**Cell outlines without signal wires**

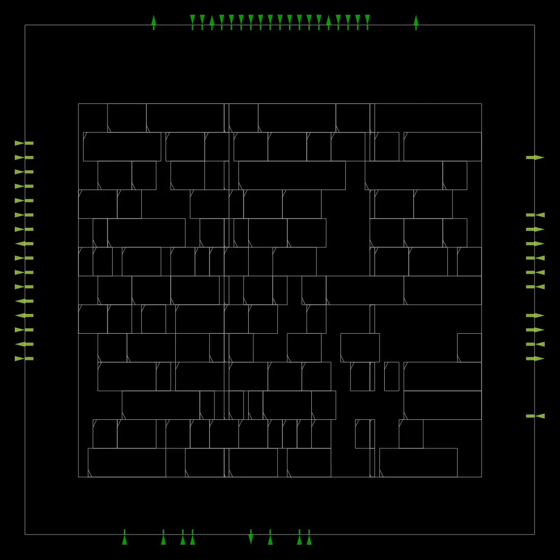
**Wire density map**

10 x 10 tiles, from dark blue (low) to red (high), scaled to the fullest tile. Values are wire area over tile area, all layers added.
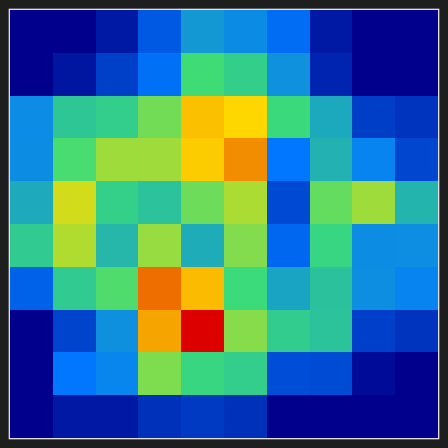
**Sequential cells coloured by netlist name**

Bar = 10 um. Other sequential cells in the stronger grey, the rest of the logic in the fainter grey.
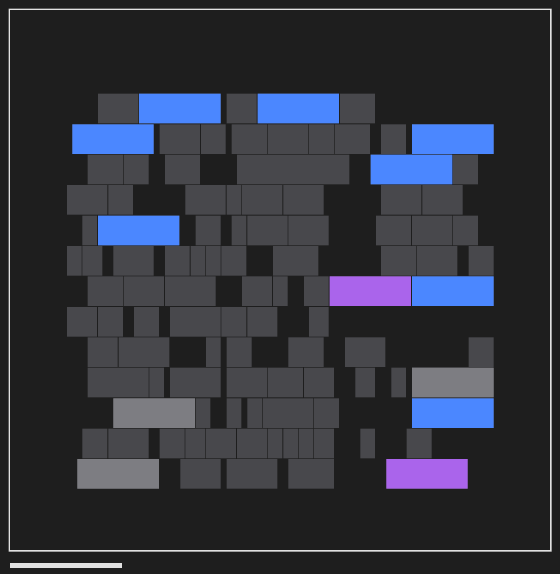
**Clock wires, drivers and flops**

Bar = 10 um.
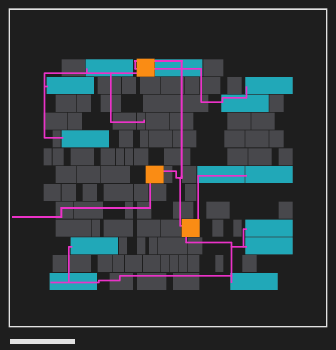
**Cells by drive strength**

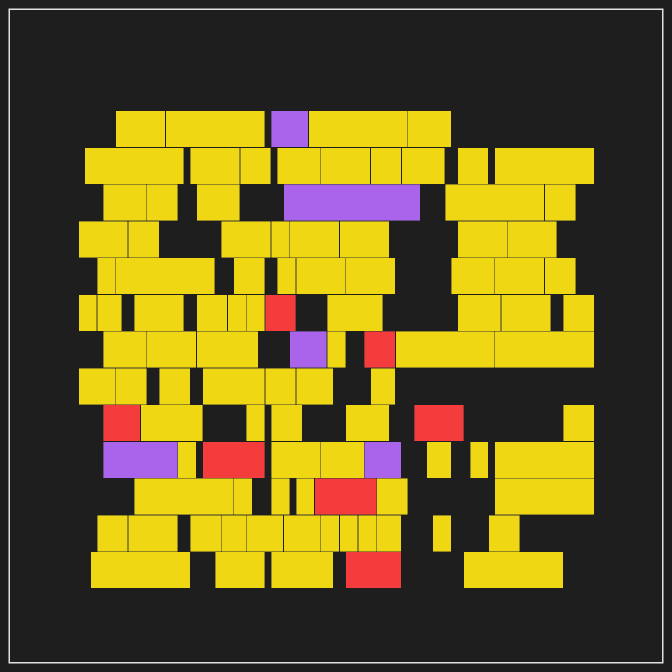
**src/rtl/mux_pkg.sv**
```systemverilog
// Shared definitions for the N:1 registered selector.
// Mode encoding and a small wrap-around helper used by the round-robin pointer.
package mux_pkg;

  typedef enum logic {
    MODE_FIXED = 1'b0,
    MODE_RR    = 1'b1
  } mux_mode_e;

  // Index of the channel after c, wrapping from n-1 back to 0.
  function automatic int wrap_inc(input int c, input int n);
    return (c + 1 >= n) ? 0 : c + 1;
  endfunction

endpackage

```
**src/rtl/mux_nx1_rr_if.sv**
```systemverilog
// Handshake bundle between N producers, the selector and one consumer.
// The master modport is the producer/consumer side; the slave modport is the selector.
interface mux_nx1_rr_if
  import mux_pkg::*;
#(
  parameter int N     = 4,
  parameter int WIDTH = 8
);
  localparam int SELW = $clog2(N);

  logic [N*WIDTH-1:0] din;
  logic [N-1:0]       din_valid;
  logic [N-1:0]       din_ready;
  logic [SELW-1:0]    sel;
  mux_mode_e          mode;
  logic [WIDTH-1:0]   y;
  logic               y_valid;
  logic [SELW-1:0]    y_ch;
  logic               y_ready;

  modport master (
    output din, din_valid, sel, mode, y_ready,
    input  din_ready, y, y_valid, y_ch
  );

  modport slave (
    input  din, din_valid, sel, mode, y_ready,
    output din_ready, y, y_valid, y_ch
  );

endinterface

```
**src/rtl/mux_rr_pick.sv**
```systemverilog
// Wrapped priority search: first valid channel at or after ptr, wrapping N-1 -> 0.
// Purely combinational; found is low when no channel is valid.
module mux_rr_pick #(
  parameter int N    = 4,
  parameter int SELW = $clog2(N)
) (
  input  logic [N-1:0]    valid,
  input  logic [SELW-1:0] ptr,
  output logic            found,
  output logic [SELW-1:0] idx
);

  int k;

  // Walk offsets from farthest to nearest so the nearest valid channel wins.
  always_comb begin
    found = 1'b0;
    idx   = '0;
    k     = 0;
    for (int i = N - 1; i >= 0; i--) begin
      k = int'(ptr) + i;
      if (k >= N) begin
        k = k - N;
      end
      if (valid[k]) begin
        found = 1'b1;
        idx   = SELW'(k);
      end
    end
  end

endmodule

```
**src/rtl/mux_nx1_rr.sv**
```systemverilog
// N-channel WIDTH-bit selector with registered output and valid/ready on every side.
// Fixed mode follows sel; round-robin mode scans valid channels starting at ptr.
module mux_nx1_rr
  import mux_pkg::*;
#(
  parameter int N     = 4,
  parameter int WIDTH = 8
) (
  input logic          clk,
  input logic          rst,
  mux_nx1_rr_if.slave  bus
);

  localparam int SELW = $clog2(N);

  logic             ld;
  logic             grant;
  logic             sel_ok;
  logic             rr_found;
  logic [SELW-1:0]  rr_idx;
  logic             cand_found;
  logic [SELW-1:0]  cand_idx;
  logic             cand_valid;
  logic [WIDTH-1:0] cand_data;
  logic [N-1:0]     din_ready_c;

  logic [SELW-1:0]  ptr;
  logic [WIDTH-1:0] y_q;
  logic             y_valid_q;
  logic [SELW-1:0]  y_ch_q;

  mux_rr_pick #(
    .N    (N),
    .SELW (SELW)
  ) u_pick (
    .valid (bus.din_valid),
    .ptr   (ptr),
    .found (rr_found),
    .idx   (rr_idx)
  );

  // A select value can only be out of range when N is not a power of two.
  if ((1 << SELW) == N) begin : g_sel_full
    assign sel_ok = 1'b1;
  end else begin : g_sel_partial
    assign sel_ok = (bus.sel < SELW'(N));
  end

  always_comb begin
    cand_found = 1'b0;
    cand_idx   = '0;
    if (bus.mode == MODE_RR) begin
      cand_found = rr_found;
      cand_idx   = rr_idx;
    end else begin
      cand_found = sel_ok;
      cand_idx   = bus.sel;
    end
  end

  always_comb begin
    cand_valid = 1'b0;
    cand_data  = '0;
    for (int k = 0; k < N; k++) begin
      if (cand_idx == SELW'(k)) begin
        cand_valid = bus.din_valid[k];
        cand_data  = bus.din[k*WIDTH +: WIDTH];
      end
    end
  end

  assign ld    = !rst && (!y_valid_q || bus.y_ready);
  assign grant = ld && cand_found && cand_valid;

  // Ready goes to the candidate whenever we could load, even if it is not valid.
  always_comb begin
    din_ready_c = '0;
    for (int k = 0; k < N; k++) begin
      if (ld && cand_found && (cand_idx == SELW'(k))) begin
        din_ready_c[k] = 1'b1;
      end
    end
  end

  always_ff @(posedge clk) begin
    if (rst) begin
      y_q       <= '0;
      y_valid_q <= 1'b0;
      y_ch_q    <= '0;
      ptr       <= '0;
    end else if (ld) begin
      if (grant) begin
        y_q       <= cand_data;
        y_ch_q    <= cand_idx;
        y_valid_q <= 1'b1;
        if (bus.mode == MODE_RR) begin
          ptr <= SELW'(wrap_inc(int'(cand_idx), N));
        end
      end else begin
        y_valid_q <= 1'b0;
      end
    end
  end

  assign bus.din_ready = din_ready_c;
  assign bus.y         = y_q;
  assign bus.y_valid   = y_valid_q;
  assign bus.y_ch      = y_ch_q;

endmodule

```
**src/flat_wrapper.sv**
```systemverilog
// flat-port wrapper written by rule: the top's interface ports become plain ports
module mux_nx1_rr_flat import mux_pkg::*;
#(
  parameter int N     = 4,
  parameter int WIDTH = 8
)
  (clk, rst, bus_din, bus_din_valid, bus_sel, bus_mode, bus_y_ready, bus_din_ready, bus_y, bus_y_valid, bus_y_ch);
  mux_nx1_rr_if #(.N(N), .WIDTH(WIDTH)) bus_i ();
  input logic clk;
  input logic rst;
  input wire logic [$bits(bus_i.din)-1:0] bus_din;
  input wire logic [$bits(bus_i.din_valid)-1:0] bus_din_valid;
  input wire logic [$bits(bus_i.sel)-1:0] bus_sel;
  input wire logic [$bits(bus_i.mode)-1:0] bus_mode;
  input wire logic [$bits(bus_i.y_ready)-1:0] bus_y_ready;
  output wire logic [$bits(bus_i.din_ready)-1:0] bus_din_ready;
  output wire logic [$bits(bus_i.y)-1:0] bus_y;
  output wire logic [$bits(bus_i.y_valid)-1:0] bus_y_valid;
  output wire logic [$bits(bus_i.y_ch)-1:0] bus_y_ch;
  assign bus_i.din = bus_din;
  assign bus_i.din_valid = bus_din_valid;
  assign bus_i.sel = bus_sel;
  assign bus_i.mode = bus_mode;
  assign bus_i.y_ready = bus_y_ready;
  assign bus_din_ready = bus_i.din_ready;
  assign bus_y = bus_i.y;
  assign bus_y_valid = bus_i.y_valid;
  assign bus_y_ch = bus_i.y_ch;
  mux_nx1_rr #(.N(N), .WIDTH(WIDTH)) u_core (.clk(clk), .rst(rst), .bus(bus_i));
endmodule
```
**config.mk**
```make
export PLATFORM = sky130hd
export DESIGN_NAME = mux_nx1_rr_flat
export DESIGN_NICKNAME = d
export VERILOG_FILES = /design/src/rtl/mux_pkg.sv /design/src/rtl/mux_nx1_rr_if.sv /design/src/rtl/mux_rr_pick.sv /design/src/rtl/mux_nx1_rr.sv /design/src/flat_wrapper.sv
export SDC_FILE = /design/constraint.sdc
export NUM_CORES = 1
export LEC_CHECK = 0
export CAP_MARGIN = 10
export CORE_MARGIN = 5
export CORE_UTILIZATION = 65
export DETAILED_ROUTE_END_ITERATION = 10
export DONT_BUFFER_PORTS = 1
export PLACE_DENSITY = 0.81
export SKIP_CTS_REPAIR_TIMING = 1
export SYNTH_ARGS = -nofsm -noshare
export SYNTH_HDL_FRONTEND = slang
export SYNTH_HIERARCHICAL = 1
export SYNTH_SLANG_ARGS = --single-unit
```
**constraint.sdc**
```tcl
create_clock -name clk -period 3.7 [get_ports clk]
set_input_delay 0.37 -clock clk [delete_from_list [all_inputs] [get_ports clk]]
set_output_delay 0.37 -clock clk [all_outputs]
set_load 0.005 [all_outputs]
```
==> results.sh <==
# implementation run metrics
export IMPL_status="finished, final reports clean"
export IMPL_gp_congestion=0.892
export IMPL_worst_ep_required_time_ns=3.88
export IMPL_synth_net_count=150
export IMPL_crit_chain="mux2i_1, a211oi_2, mux2i_1, inv_1, ha_1, nand4bb_1, a41oi_4, nand4_2, mux2_4"
export IMPL_synth_cells=104
export IMPL_synth_flops=13
export IMPL_critPathLaunchType="flip-flop"
export IMPL_power_frac_seq_pct=43.5
export IMPL_slew_headroom_pct=64.9
export IMPL_synth_cells_most_frequent="dfxtp_1 (13), mux2i_1 (11), nand2b_1 (11)"
export IMPL_antenna_found_initial=0
export IMPL_cts_tree="yes"
export IMPL_log_warning_count=29
export IMPL_ys_warnings_count=6
export IMPL_peakVddDrop_mv=0.217
export IMPL_leakage_nw=0.400
export IMPL_wl_per_cell_um=21.2
export IMPL_drive_above_1_share_pct=11.7
export IMPL_hpwl_um=1960
Notes on 'cell outlines without signal wires' above:
Fill cells: 97
row count: 13
Final Util: 72.4%
fraction of area in registers: 26.6%
tap cells: 15

Notes on 'wire density map' above:
24% of the tiles are over half the peak. The densest ninth of the die: centre. The mean over all tiles is 0.18. 15% of the tiles are nearly empty. The fullest tile reaches 0.54.
via count: 847
final WL: 2500 um

Notes on 'sequential cells coloured by netlist name' above:
Key: blue = `u_core/bus.y` [flops 8]; purple = `u_core/bus.y_ch` [flops 2]
Another 3 sequential cells are not coloured.
register area: 260 um2
Seq group: 179 uW

Notes on 'clock wires, drivers and flops' above:
Key: cyan = flip-flops [count 13]; orange = clock-net drivers [count 3]; magenta = clock wires [length 203 um]
There are 4 routed clock nets. Position of the flops: widely spread.

Notes on 'cells by drive strength' above:
Key: purple = x3 and x4 [cells 5, share 4.9%, most used clkbuf_4]; yellow = x1 and smaller [cells 91, share 88%, most used dfxtp_1]; red = x2 [cells 7, share 6.8%]

-- flip-flops by register name, indices dropped and copies added (netlist names) --
name and flops:
u_core/ptr 2, u_core/bus.y 8, u_core/bus.y_ch 2, u_core/bus.y_valid 1
-- layer usage --
metal / GRT usage [%] / share of wire, % / vias up / wire length [um]
met5: 0 / 0 / - / 0
met4: 6.45 / 0.68 / 0 / 17
met3: 6.64 / 9.9 / 2 / 247
met2: 35.9 / 50 / 46 / 1240
met1: 27.9 / 40 / 408 / 988
li1: - / - / 391 / -
-- worst min-delay path by stage --
stage	startpoint	end	slack, ns	depth (start not counted)
2_1_floorplan	u_core/bus.y[0]	u_core/bus.y[0]	0.47	2
3_3_place_gp	rst	u_core/bus.y_valid	0.45	1
3_5_place_dp	rst	u_core/bus.y_valid	0.45	1
4_1_cts	rst	u_core/bus.y_valid	0.14	1
5_1_grt	rst	u_core/bus.y_valid	0.13	1
6_report	rst	u_core/bus.y_valid	0.14	1
-- cell type report --
type | instances | area [um2] | area share (%)
Inverter | 3 | 11.3 | 1.15
Sequential cell | 13 | 260 | 26.6
Clock buffer | 4 | 26.3 | 2.69
Tap cell | 15 | 18.8 | 1.92
Multi-Input combinational cell | 83 | 661 | 67.6
-- logic make-up after synthesis --
kind of cell / share of synthesized area, %
and+or+nand+nor: 25.7
AOI/OAI and AO/OA: 24.2
muxes: 14.3
DFF: 27.4
buffers and inverters: 3.16
adders and majority gates: 5.26
-- worst reg2reg max path, cell delays in order (launching register included) --
cell	delay, ns
dfxtp_1	0.44
mux2i_1	0.26
a211oi_2	0.09
mux2i_1	0.43
inv_1	0.14
ha_1	0.37
nand4bb_1	0.29
a41oi_4	0.38
nand4_2	0.19
mux2_4	0.32
No activity file was given, so power comes from the tool's default toggle rates.
